File: config.mk
export PLATFORM = sky130hd
export DESIGN_NAME = hdlc_pattern_det
export DESIGN_NICKNAME = d
export VERILOG_FILES = /design/src/rtl/hdlc_chk_pkg.sv /design/src/rtl/hdlc_pattern_det.sv
export SDC_FILE = /design/constraint.sdc
export NUM_CORES = 1
export LEC_CHECK = 0
export ABC_AREA = 0
export CELL_PAD_IN_SITES_DETAIL_PLACEMENT = 1
export CELL_PAD_IN_SITES_GLOBAL_PLACEMENT = 1
export CORE_AREA = 3 3 40 42
export DETAILED_ROUTE_END_ITERATION = 10
export DIE_AREA = 0 0 43 45
export PLACE_DENSITY = 0.5
export SLEW_MARGIN = 20
export SYNTH_ARGS = -nofsm -noshare
export SYNTH_HDL_FRONTEND = slang
export SYNTH_SLANG_ARGS = --single-unit
export TNS_END_PERCENT = 50
File: constraint.sdc
create_clock -name clk_i -period 0.8 [get_ports clk_i]
set_input_delay 0.12 -clock clk_i [delete_from_list [all_inputs] [get_ports clk_i]]
set_output_delay 0.12 -clock clk_i [all_outputs]
set_load 0.03 [all_outputs]
File: src/rtl/hdlc_chk_pkg.sv
// Shared constants, FSM state type and helpers for the HDLC Rx protocol checker.
package hdlc_chk_pkg;

  localparam logic [7:0] FLAG_PAT  = 8'h7E;
  localparam logic [7:0] ABORT_PAT = 8'h7F;

  // Overflow-rule FSM; encoding is visible on Chk_State
  typedef enum logic [1:0] {
    IDLE  = 2'd0,
    FRAME = 2'd1,
    CHECK = 2'd2,
    DRAIN = 2'd3
  } chk_state_t;

  // Bit positions in Err_Pulse / Err_Vec
  localparam int unsigned ERR_FLAG  = 0;
  localparam int unsigned ERR_ABORT = 1;
  localparam int unsigned ERR_EOF   = 2;
  localparam int unsigned ERR_OVF   = 3;

  function automatic logic [2:0] popcount4(input logic [3:0] v);
    logic [2:0] n;
    n = 3'(v[0]) + 3'(v[1]) + 3'(v[2]) + 3'(v[3]);
    return n;
  endfunction

endpackage

File: src/rtl/hdlc_pattern_det.sv
// Serial 8-bit shift register with flag / abort pattern match.
// Newest bit lands in bit 0; matches are combinational on the registered value.
module hdlc_pattern_det
  import hdlc_chk_pkg::*;
(
  input  logic clk_i,
  input  logic rst_ni,
  input  logic en_i,
  input  logic bit_i,
  output logic flag_o,
  output logic abort_o
);

  logic [7:0] sr_q, sr_d;

  // Shift in one line bit per cycle; held cleared while disabled
  always_comb begin
    sr_d = {sr_q[6:0], bit_i};
    if (!en_i) sr_d = 8'h00;
  end

  // Shift register state (synchronous reset)
  always_ff @(posedge clk_i) begin
    if (!rst_ni) sr_q <= 8'h00;
    else         sr_q <= sr_d;
  end

  assign flag_o  = (sr_q == FLAG_PAT);
  assign abort_o = (sr_q == ABORT_PAT);

endmodule

==> run_1/port_nets.png <==
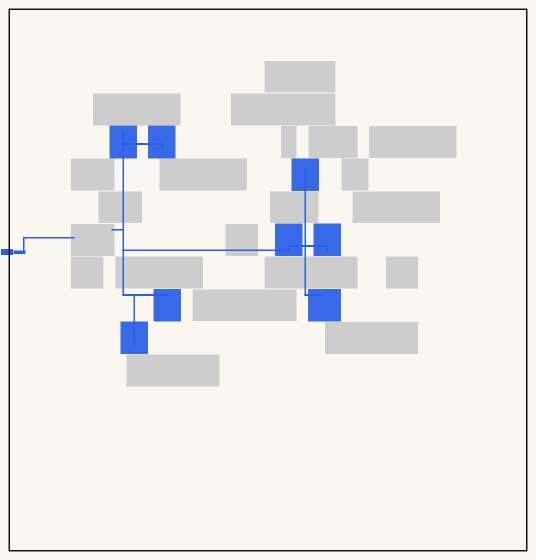
port	color	bits	direction	edge	end cells	wire
`rst_ni`	blue	1	input	left	8	61.8 µm

==> run_1/cell_classes.png <==
Bar = 10 µm.
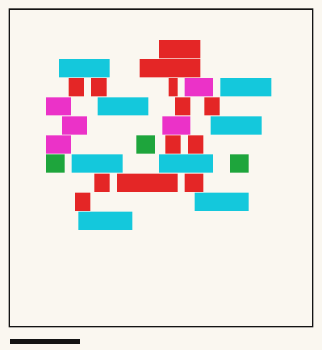
class	color	cells	share of their area
flops	cyan	8	45%
cells driving clock nets	green	3	6.2%
all other logic	red	13	34%
other buffers and delay cells	magenta	5	14%
post-layout util: 29.80%
sequential share of cell area: 42.81%

==> metrics.yaml, run 1 <==
status: "finished with violations"
violations: "negative setup slack"
routed_wl_um: 482
initCoreUtil_pct: 20.45
slew_headroom_pct: 85.73
clk_path_buf_depth: 2
crit_chain: "nand4b_4 > nor4b_4 > buf_6"
avgSynthCellArea_um2: 12.51
top_usage_layer: "met2"
reg2reg_depth: 1
setup.worst_path.start_class: "flop"
top_area_cell: "dfxtp_1"
use_met3_pct: 7.570
dr.pass1.iters: 2
hp-class: "input port to flop"
vias: 196
drive_above_1_share_pct: 44.83
port_buffers: 5
p_per_area_nw_per_um2: 1906
yosys_cells: 21
ys_types: 7
grt_setup_unrepaired: "yes"
place_ws_ns: -0.2453
p_clk_share_pct: 41.1
critPathMaxFanout: 2
cts_tree: "done"
rr_endpoint: "sr_q[3]"
pwr-share-seq_pct: 55.5
largest_reg_flops: 8
cp.required_ns: 0.68
cp_slowest_cell: "dfxtp_2"
final_cell_mix: "and3_1, dfxtp_1, clkbuf_4, clkdlybuf4s50_1, dfxtp_2"
grt_max_degree: 9
dpl_cell_area_um2: 350.3
drcViolationCount: 0
clk_pin_slew_worst_paths_ns: 0.05
ios: 6
clock_skew_ns: 0.004161
drv_cap: 0
fin_ws_ns: -0.4710
cts_buffers: 3
grtUsageMet1_pct: 6.341
yosys_area_um2: 262.8
syn_inst: 21
top_cell_area_share_pct: 60.95
synthTopCellsByArea: "dfxtp_1, and3_1, nand4b_4"
ir_drop_v: 0.001156
ant_nets: 0
tightest_slew_ns: 0.2132
grt_pass1_wl_um: 890
largest_class: "flip-flops and latches"
regMostFlops: "sr_q"
clkCellAreaFrac_pct: 5.882
grt_remaining_overflow: 0
finalSetupViolations: 2
syn_area_um2: 262.8
cts_hold_buf: 0
rows: 13
cts_sinks: 8
nNetsFinal: 35
p_switching_uw: 141.4
slowest_delay_ns: 0.34
n_fill_cell: 139
post_cts_buffers: 0
die_w_um: 43
final_common_cell: "and3_1"
p_int_uw: 588.5
warnings: 29
seq_cells: 8
drv_slew: 0
drt_iter0_drc: 2
comb_area_share_pct: 32.68
clk_latency_ns: 0.25
n_clock_buffer: 3
vias_per_cell: 4.455
cts_root_buf: "clkbuf_4"
crit_type: "flop to output pin"
top_layer: "met3"
wl_met1_um: 204
top_regs: "sr_q x8"
antenna_found_initial: 0
signal_buffer_area_fraction_pct: 13.73
fmax_mhz: 786.8
reg2reg_slack_ns: 0.20
arrival_ns: 1.15
min_to: "sr_q[0]"
wl_met3_um: 51
die_y_um: 45
grtUsageTotal_pct: 6.940
hold_start: "bit_i"
yosys_warnings: 0
==> run_1/drive_strength.png <==
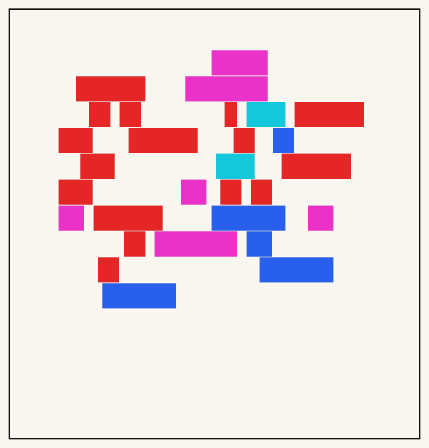
size	color	cells	most used
drive 1 or less	red	16	and3_1
drive 3 to 4	magenta	6	clkbuf_4
drive 2	blue	5	dfxtp_2
drive 6 and up	cyan	2	buf_6
bufs w/o clock: 5
Finished Cell Area: 382.9 µm²
Layout area overhead: 45.71%
Final WS setup: -0.4710 ns

## run 1: worst max-delay path: cells and delay by family (launching register included)
family | cells | cell delay [ns]
buf+inv | 1 | 0.17
flops | 1 | 0.34
simple gates | 2 | 0.39
## run 1: worst max path at each step
stage / start / to / slack (ns)
final: sr_q[4] / flag_o / -0.47
after global routing: sr_q[7] / flag_o / -0.53
after CTS: sr_q[7] / flag_o / -0.49
after detailed placement: sr_q[3] / flag_o / -0.25
after global placement: sr_q[3] / flag_o / -0.22
after floorplan: sr_q[7] / flag_o / -0.23
## run 1: power by group through the flow
stage / registers [µW] / clock network [µW] / logic (µW)
3_3_place_gp: 413 / 0 / 24.5
4_1_cts: 405 / 322 / 25.1
2_1_floorplan: 413 / 0 / 2.94
5_1_grt: 405 / 339 / 26.7
6_report: 405 / 300 / 24.7
3_5_place_dp: 414 / 0 / 25.0
## run 1: through the flow
step | power [µW] | hold slack (ns) | utilization, % | std cells | setup TNS [ns]
6_report | 729.9 | 0.4774 | 29.80 | 44 | -0.8699
4_1_cts | 751.8 | 0.4652 | 29.80 | 44 | -0.9231
3_5_place_dp | 438.7 | 0.4930 | 27.26 | 41 | -1.862
5_1_grt | 771.1 | 0.4709 | 29.80 | 44 | -1.018
3_3_place_gp | 437.9 | 0.4773 | 27.26 | 41 | -1.699
2_1_floorplan | 415.9 | 0.2658 | - | 21 | -0.3808
## run 1: kinds of logic after synthesis
group            count (synthesis)  share of synthesized area, %
DFF                              8                         60.95
and+or+nand+nor                 13                         39.04
## run 1: cells in the mapped netlist, drive strengths merged
cell type  count
dfxtp          8
nand2          2
and3           8
nand4b         1
nor4b          1
nor3           1
## run 1: what timing repair did
action                     CTS  global route
pin swaps                    1             0
setup endpoints to repair    2             2
resized                      3             0
hold endpoints to repair     0             0
==> inputs of run 2 (changes only) <==
--- a/config.mk
+++ b/config.mk
@@ -11,7 +11,7 @@
 export CORE_AREA = 3 3 40 42
 export DETAILED_ROUTE_END_ITERATION = 10
 export DIE_AREA = 0 0 43 45
-export PLACE_DENSITY = 0.5
+export PLACE_DENSITY = 0.48
 export SLEW_MARGIN = 20
 export SYNTH_ARGS = -nofsm -noshare
 export SYNTH_HDL_FRONTEND = slang
==> constraint.sdc (replaced) <==
create_clock -name clk_i -period 1.46 [get_ports clk_i]
set_input_delay 0.219 -clock clk_i [delete_from_list [all_inputs] [get_ports clk_i]]
set_output_delay 0.219 -clock clk_i [all_outputs]
set_load 0.03 [all_outputs]
==> run_2/drive_strength.png <==
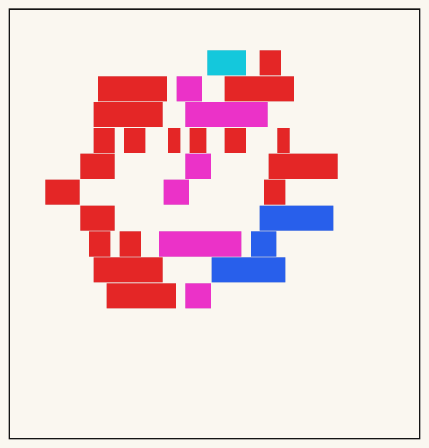
size	color	cells	most used
drive 3 to 4	magenta	6	clkbuf_4
drive 1 or less	red	19	and3_1
drive 6 and up	cyan	1	buf_6
drive 2	blue	3	dfxtp_2

==> run_2/port_nets.png <==
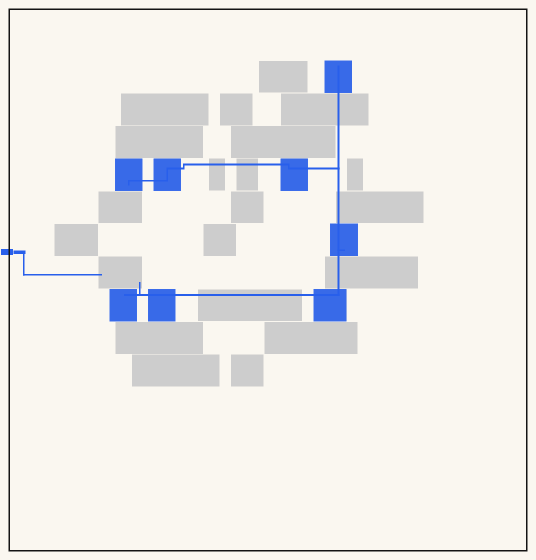
port	color	bits	direction	edge	end cells	wire
`rst_ni`	blue	1	input	left	8	66.8 µm
number of I/O port buffers: 5
I/O pin count: 6

==> run_2/final_congestion.png <==
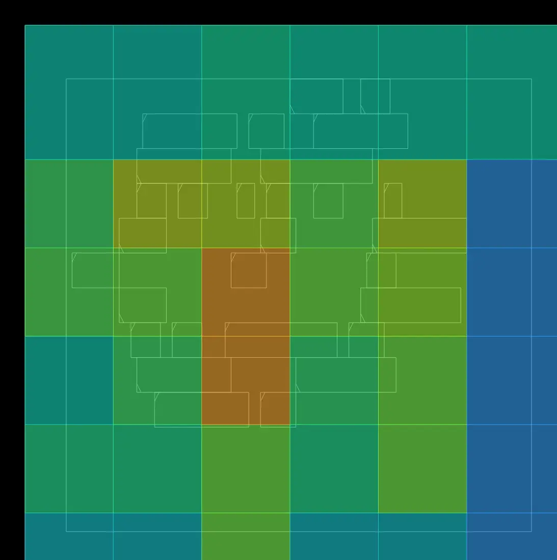
met2 global-route usage: 7.485%
GR peak layer: met2
Routed WL per cell: 10.30 µm
GR Util met1: 5.569%
met3 Use GR: 2.789%

==> run 2 against run 1 <==
Net effect:
- synthesized cell count did not move
- global-route usage fell by 1.9 points
- the flow now finishes without violations
- combinational power fell by 44%
- critical path type unchanged
- critical path depth did not move
- area after synthesis did not move
- via count fell by 6.1%
- first-iteration DRC count rose to 3.0 times the previous value
==> metrics.yaml, run 2 <==
status: "finished, final reports clean"  # was finished with violations
fin_ws_ns: 0.1185  # was -0.4710 ns
clk_latency_ns: 0.24  # was 0.25 ns
grt_pass1_wl_um: 690  # was 890 µm
clock_skew_ns: 0.003363  # was 0.004161 ns
place_ws_ns: 0.3105  # was -0.2453 ns
top_regs: "sr_q x8"  # unchanged
syn_inst: 21  # unchanged
ant_nets: 0  # unchanged
gp_congestion: 0.6400  # was 0.6398
syn_to_final_growth_pct: 38.57  # was 45.71%
edf_count: 0  # unchanged
top_cell_area_share_pct: 60.95  # unchanged
p_clk_share_pct: 40.1  # was 41.1%
cp_slowest_cell: "dfxtp_1"  # was dfxtp_2
tightest_slew_ns: 0.2267  # was 0.2132 ns
largest_reg_flops: 8  # unchanged
arrival_ns: 1.12  # was 1.15 ns
grt_max_degree: 9  # unchanged
dr.pass1.iters: 2  # unchanged
antenna_found_initial: 0  # unchanged
slowest_delay_ns: 0.36  # was 0.34 ns
nNetsFinal: 35  # unchanged
yosys_warnings: 0  # unchanged
vias_per_cell: 4.182  # was 4.455
finalSetupViolations: 0  # was 2
rows: 13  # unchanged
pwr-share-seq_pct: 56.4  # was 55.5%
drive_above_1_share_pct: 34.48  # was 44.83%
yosys_cells: 21  # unchanged
clk_pin_slew_worst_paths_ns: 0.05  # about the same
die_w_um: 43  # unchanged
synth_flops: 8  # unchanged
drv_cap: 0  # unchanged
top_cells_by_count: "dfxtp_1, and3_1, nand2_1"  # unchanged
critPathMaxFanout: 2  # unchanged
cts_buffers: 3  # unchanged
fin_area_um2: 364.1  # was 382.9 µm²
dpl_cell_area_um2: 326.6  # was 350.3 µm²
grt_setup_unrepaired: "no"  # was yes
async_flop_share_pct: 0  # unchanged
die_y_um: 45  # unchanged
ys_types: 7  # unchanged
cts_tree: "done"  # unchanged
cp.required_ns: 1.24  # was 0.68 ns
reg2reg_depth: 1  # unchanged
p_switching_uw: 71.46  # was 141.4 µW
post_cts_buffers: 0  # unchanged
hp-class: "flop to flop"  # was input port to flop
ff_type: "dfxtp_1"  # unchanged
fin_cells: 44  # unchanged
cts_resized: 0  # was 3
crit_chain: "nand4b_4 > nor3_1 > buf_4"  # was nand4b_4 > nor4b_4 > buf_6
dp_cells: 41  # unchanged
crit_type: "flop to output pin"  # unchanged
clk_path_buf_depth: 2  # unchanged
final_cell_mix: "and3_1, dfxtp_1, clkbuf_4, clkdlybuf4s50_1"  # was and3_1, dfxtp_1, clkbuf_4, clkdlybuf4s50_1, dfxtp_2
warnings: 26  # was 29
yosys_area_um2: 262.8  # unchanged
drv_slew: 0  # unchanged
syn_area_um2: 262.8  # unchanged
setup.worst_path.start_class: "flop"  # unchanged
final.setup.tns_ns: 0  # was -0.8699 ns
drt_iter0_drc: 6  # was 2
report.power.total_uw: 393.6  # was 729.9 µW
holdWs_ns: 0.5033  # was 0.4774 ns
cts_hold_buf: 0  # unchanged
final_common_cell: "and3_1"  # unchanged
p_per_area_nw_per_um2: 1081  # was 1906 nW/µm²
routed_wl_um: 453  # was 482 µm
grt_pass1_vias: 182  # was 210
drcViolationCount: 0  # unchanged
top_area_cell: "dfxtp_1"  # unchanged
cts_sinks: 8  # unchanged
grt_remaining_overflow: 0  # unchanged
most_common_cell: "dfxtp_1"  # unchanged
fin_crit_sh_pct: 91.88
fmax_mhz: 745.4
grtUsageTotal_pct: 5.088  # was 6.940%
avgSynthCellArea_um2: 12.51  # unchanged
post-route-util_pct: 28.34  # was 29.80%
p_int_uw: 322.1  # was 588.5 µW
vias: 184  # was 196
regMostFlops: "sr_q"  # unchanged
slew_headroom_pct: 84.84  # was 85.73%
ir_drop_v: 0.0002727  # was 0.001156 V
initCoreUtil_pct: 20.45  # unchanged
synthTopCellsByArea: "dfxtp_1, and3_1, nand4b_4"  # unchanged
cts_root_buf: "clkbuf_4"  # unchanged
## run 2: worst max-delay path, delay by kind of cell (launching register included)
| kind | cells | cell delay, ns |
|---|---|---|
| buffers and inverters | 1 | 0.19 |
| AND/OR/NAND/NOR | 2 | 0.33 |
| flip-flops | 1 | 0.36 |
## run 2: logic make-up (layout without fill, tap and decap cells)
family / after synthesis / count (layout) / share of synthesized area (%)
buffers and inverters: 0 / 8 / 0
DFF: 8 / 8 / 60.95
and+or+nand+nor: 13 / 13 / 39.04
## run 2: final timing paths
path	startpoint	end	slack (ns)
max	sr_q[6]	abort_o	0.12
min	sr_q[3]	sr_q[4]	0.50
max reg2reg	sr_q[0]	sr_q[1]	0.86
min reg2reg	sr_q[3]	sr_q[4]	0.50
## run 2: layout make-up
type / instances / area (µm²)
fillers: 151 / 920.9
flip-flops and latches: 8 / 162.7
clock buffers: 3 / 22.52
repair buffers: 5 / 48.80
multi-input cells: 13 / 111.4
well taps: 15 / 18.77
## run 2: layer usage
| layer | routed length, µm | part of all wire, % | track usage (%) |
|---|---|---|---|
| met5 | 0 | 0 | 0 |
| met2 | 203 | 45 | 7.485 |
| met3 | 26 | 5.7 | 2.789 |
| met1 | 223 | 49 | 5.569 |
| met4 | 0 | 0 | 3.614 |
## run 2: power by group through the flow
stage	registers (µW)	logic (µW)	clock network, µW
3_5_place_dp	226	13.6	0
3_3_place_gp	226	13.4	0
5_1_grt	222	14.7	180
4_1_cts	221	13.6	170
6_report	222	13.8	158
2_1_floorplan	226	1.43	0
==> inputs of run 3 (changes only) <==
--- a/config.mk
+++ b/config.mk
@@ -11,6 +11,7 @@
 export CORE_AREA = 3 3 40 42
 export DETAILED_ROUTE_END_ITERATION = 10
 export DIE_AREA = 0 0 43 45
+export GPL_TIMING_DRIVEN = 0
 export PLACE_DENSITY = 0.48
 export SLEW_MARGIN = 20
 export SYNTH_ARGS = -nofsm -noshare
==> run_3/drive_strength.png <==
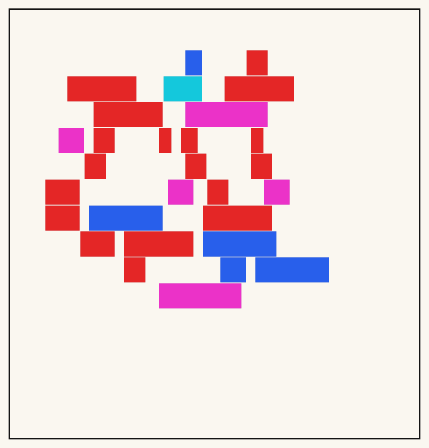
size	color	cells	most used
drive 2	blue	5	dfxtp_2
drive 6 and up	cyan	1	buf_6
drive 3 to 4	magenta	5	clkbuf_4
drive 1 or less	red	18	and3_1
Finished Cell Area: 362.8 µm²
Layout area overhead: 38.10%
Final WS setup: 0.07966 ns

==> run_3/wire_density.png <==
Bar = 10 µm. 9 x 9 tiles, from dark purple (low) to yellow (high), scaled to the fullest tile. Values are wire area over tile area, all layers added.
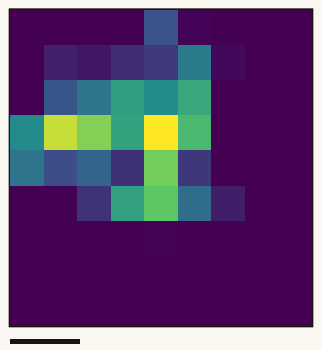
tiles over half the peak	12%
nearly empty tiles	64%
mean over tiles	0.041
fullest tile	0.28
densest ninth of the die	middle

==> run_3/final_congestion.png <==
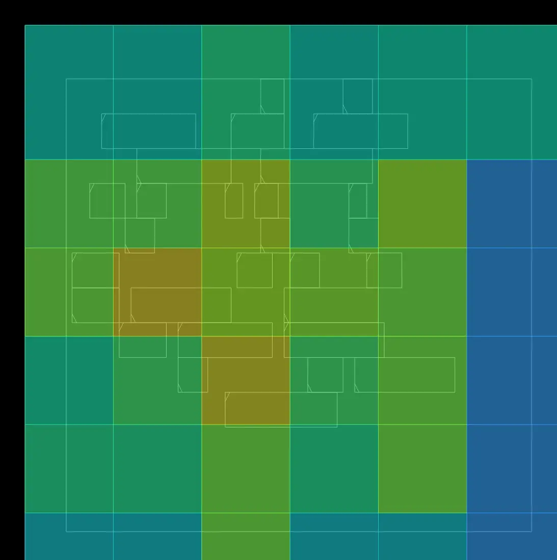
Routed WL per cell: 11.16 µm
GR Util met1: 5.097%
Tot GR Track Use: 6.177%

==> run 3 against run 2 <==
Net effect:
- critical path depth unchanged
- final cell count unchanged
- synthesized cell count unchanged
- global-route usage up 1.1 points
- hold slack worse by 0.0013 ns
- area after synthesis unchanged
- power up 1.1%
- critical path type unchanged
==> metrics.yaml, run 3 <==
finalSetupViolations: 0  # unchanged
port_buffers: 5  # unchanged
ios: 6  # unchanged
fmax_mhz: 724.5  # was 745.4 MHz
nNetsFinal: 35  # unchanged
reg2reg_from: "sr_q[4]"  # was sr_q[0]
mi_logic_area_um2: 111.4  # unchanged
final.setup.tns_ns: 0  # unchanged
warnings: 26  # unchanged
final_cell_mix: "and3_1, dfxtp_1, clkbuf_4, clkdlybuf4s50_1, dfxtp_2"  # was and3_1, dfxtp_1, clkbuf_4, clkdlybuf4s50_1
most_common_cell: "dfxtp_1"  # unchanged
drive_above_1_share_pct: 37.93  # was 34.48%
holdWs_ns: 0.5019  # was 0.5033 ns
regArea_um2: 163.9  # was 162.7 µm²
ir_drop_v: 0.0004283  # was 0.0002727 V
hold_start: "sr_q[1]"  # was sr_q[3]
post-route-util_pct: 28.24  # was 28.34%
drcViolationCount: 0  # unchanged
synth_flops: 8  # unchanged
regMostFlops: "sr_q"  # unchanged
rows: 13  # unchanged
dr.pass1.iters: 1  # was 2
fin_crit_sh_pct: 94.54  # was 91.88%
clk_pin_slew_worst_paths_ns: 0.05  # about the same
vias_per_cell: 4.341  # was 4.182
ant_nets: 0  # unchanged
status: "finished, final reports clean"  # unchanged
dp_cells: 41  # unchanged
slew_headroom_pct: 84.36  # was 84.84%
die_y_um: 45  # unchanged
clk_latency_ns: 0.25  # was 0.24 ns
setup.worst_path.start_class: "flop"  # unchanged
clk_path_buf_depth: 2  # unchanged
initCoreUtil_pct: 20.45  # unchanged
critPathMaxFanout: 2  # unchanged
hp-class: "flop to flop"  # unchanged
ff_type: "dfxtp_1"  # unchanged
min_to: "sr_q[2]"  # was sr_q[4]
cts_hold_buf: 0  # unchanged
ys_types: 7  # unchanged
post_cts_buffers: 0  # unchanged
final_common_cell: "and3_1"  # unchanged
grt_remaining_overflow: 0  # unchanged
largest_reg_flops: 8  # unchanged
rr_endpoint: "sr_q[5]"  # was sr_q[1]
place_ws_ns: -0.2123  # was 0.3105 ns
cts_tree: "done"  # unchanged
p_per_area_nw_per_um2: 1097  # was 1081 nW/µm²
grt_setup_unrepaired: "no"  # unchanged
drv_slew: 0  # unchanged
cts_root_buf: "clkbuf_4"  # unchanged
reg2reg_slack_ns: 0.86  # about the same
top_regs: "sr_q x8"  # unchanged
cts_resized: 13  # was 0
grt_max_degree: 9  # unchanged
syn_area_um2: 262.8  # unchanged
n_fill_cell: 144  # was 151
grt_pass1_vias: 200  # was 182
die_w_um: 43  # unchanged
fin_cells: 44  # unchanged
drv_cap: 0  # unchanged
clock_skew_ns: 0.005164  # was 0.003363 ns
antenna_found_initial: 0  # unchanged
syn_inst: 21  # unchanged
yosys_warnings: 0  # unchanged
avgSynthCellArea_um2: 12.51  # unchanged
yosys_area_um2: 262.8  # unchanged
gp_congestion: 0.6381  # was 0.6400
yosys_cells: 21  # unchanged
grt_pass1_wl_um: 786  # was 690 µm
[run 3: cell counts after synthesis]
No cell type changed its count.
[run 3: final cells by class]
type / instances / area share (%)
Clock buffer: 3 / 6.207
Sequential cell: 8 / 45.17
Multi-Input combinational cell: 13 / 30.69
Timing Repair Buffer: 5 / 12.76
Tap cell: 15 / 5.172
[run 3: through the flow]
stage | area (µm²) | power [µW]
floorplan | 262.8 | 227.4
global placement | 331.6 | 239.5
detailed placement | 331.6 | 240.4
CTS | 346.6 | 407.9
global route | 362.8 | 429.6
finish | 362.8 | 397.9
[run 3: worst max-delay path, stage by stage (launching register included)]
cell      delay, ns
dfxtp_2        0.35
nand4b_4       0.13
nor4b_4        0.28
buf_6          0.16
[run 3: where the power goes]
group          leakage [µW]  internal (µW)  switching [µW]
combinational      0.000115           8.36            5.65
sequential        0.0000662            220            1.71
clock             0.0000138           93.6            68.2
total              0.000195            322            75.6
[run 3: cell families (layout without fill, tap and decap cells)]
family / Yosys count / in the layout / share of synthesized area [%]
buffers and inverters: 0 / 8 / 0
DFF: 8 / 8 / 60.95
and+or+nand+nor: 13 / 13 / 39.04
[run 3: how the worst max path moves through the flow]
stage	startpoint	end	slack (ns)	depth (start not counted)
floorplan	sr_q[4]	abort_o	0.07	2
global placement	sr_q[4]	flag_o	-0.19	3
detailed placement	sr_q[4]	flag_o	-0.21	3
CTS	sr_q[5]	flag_o	0.02	3
global route	sr_q[5]	flag_o	0.004	3
finish	sr_q[4]	flag_o	0.08	3
[run 3: layer usage]
| metal | track usage (%) | up-vias | routed length (µm) |
|---|---|---|---|
| li1 | - | 92 | - |
| met2 | 9.581 | 7 | 248 |
| met5 | 0 | - | 0 |
| met1 | 5.097 | 92 | 201 |
| met4 | 3.614 | 0 | 0 |
| met3 | 5.976 | 0 | 41 |
Power is estimated from default activity; no workload was simulated.
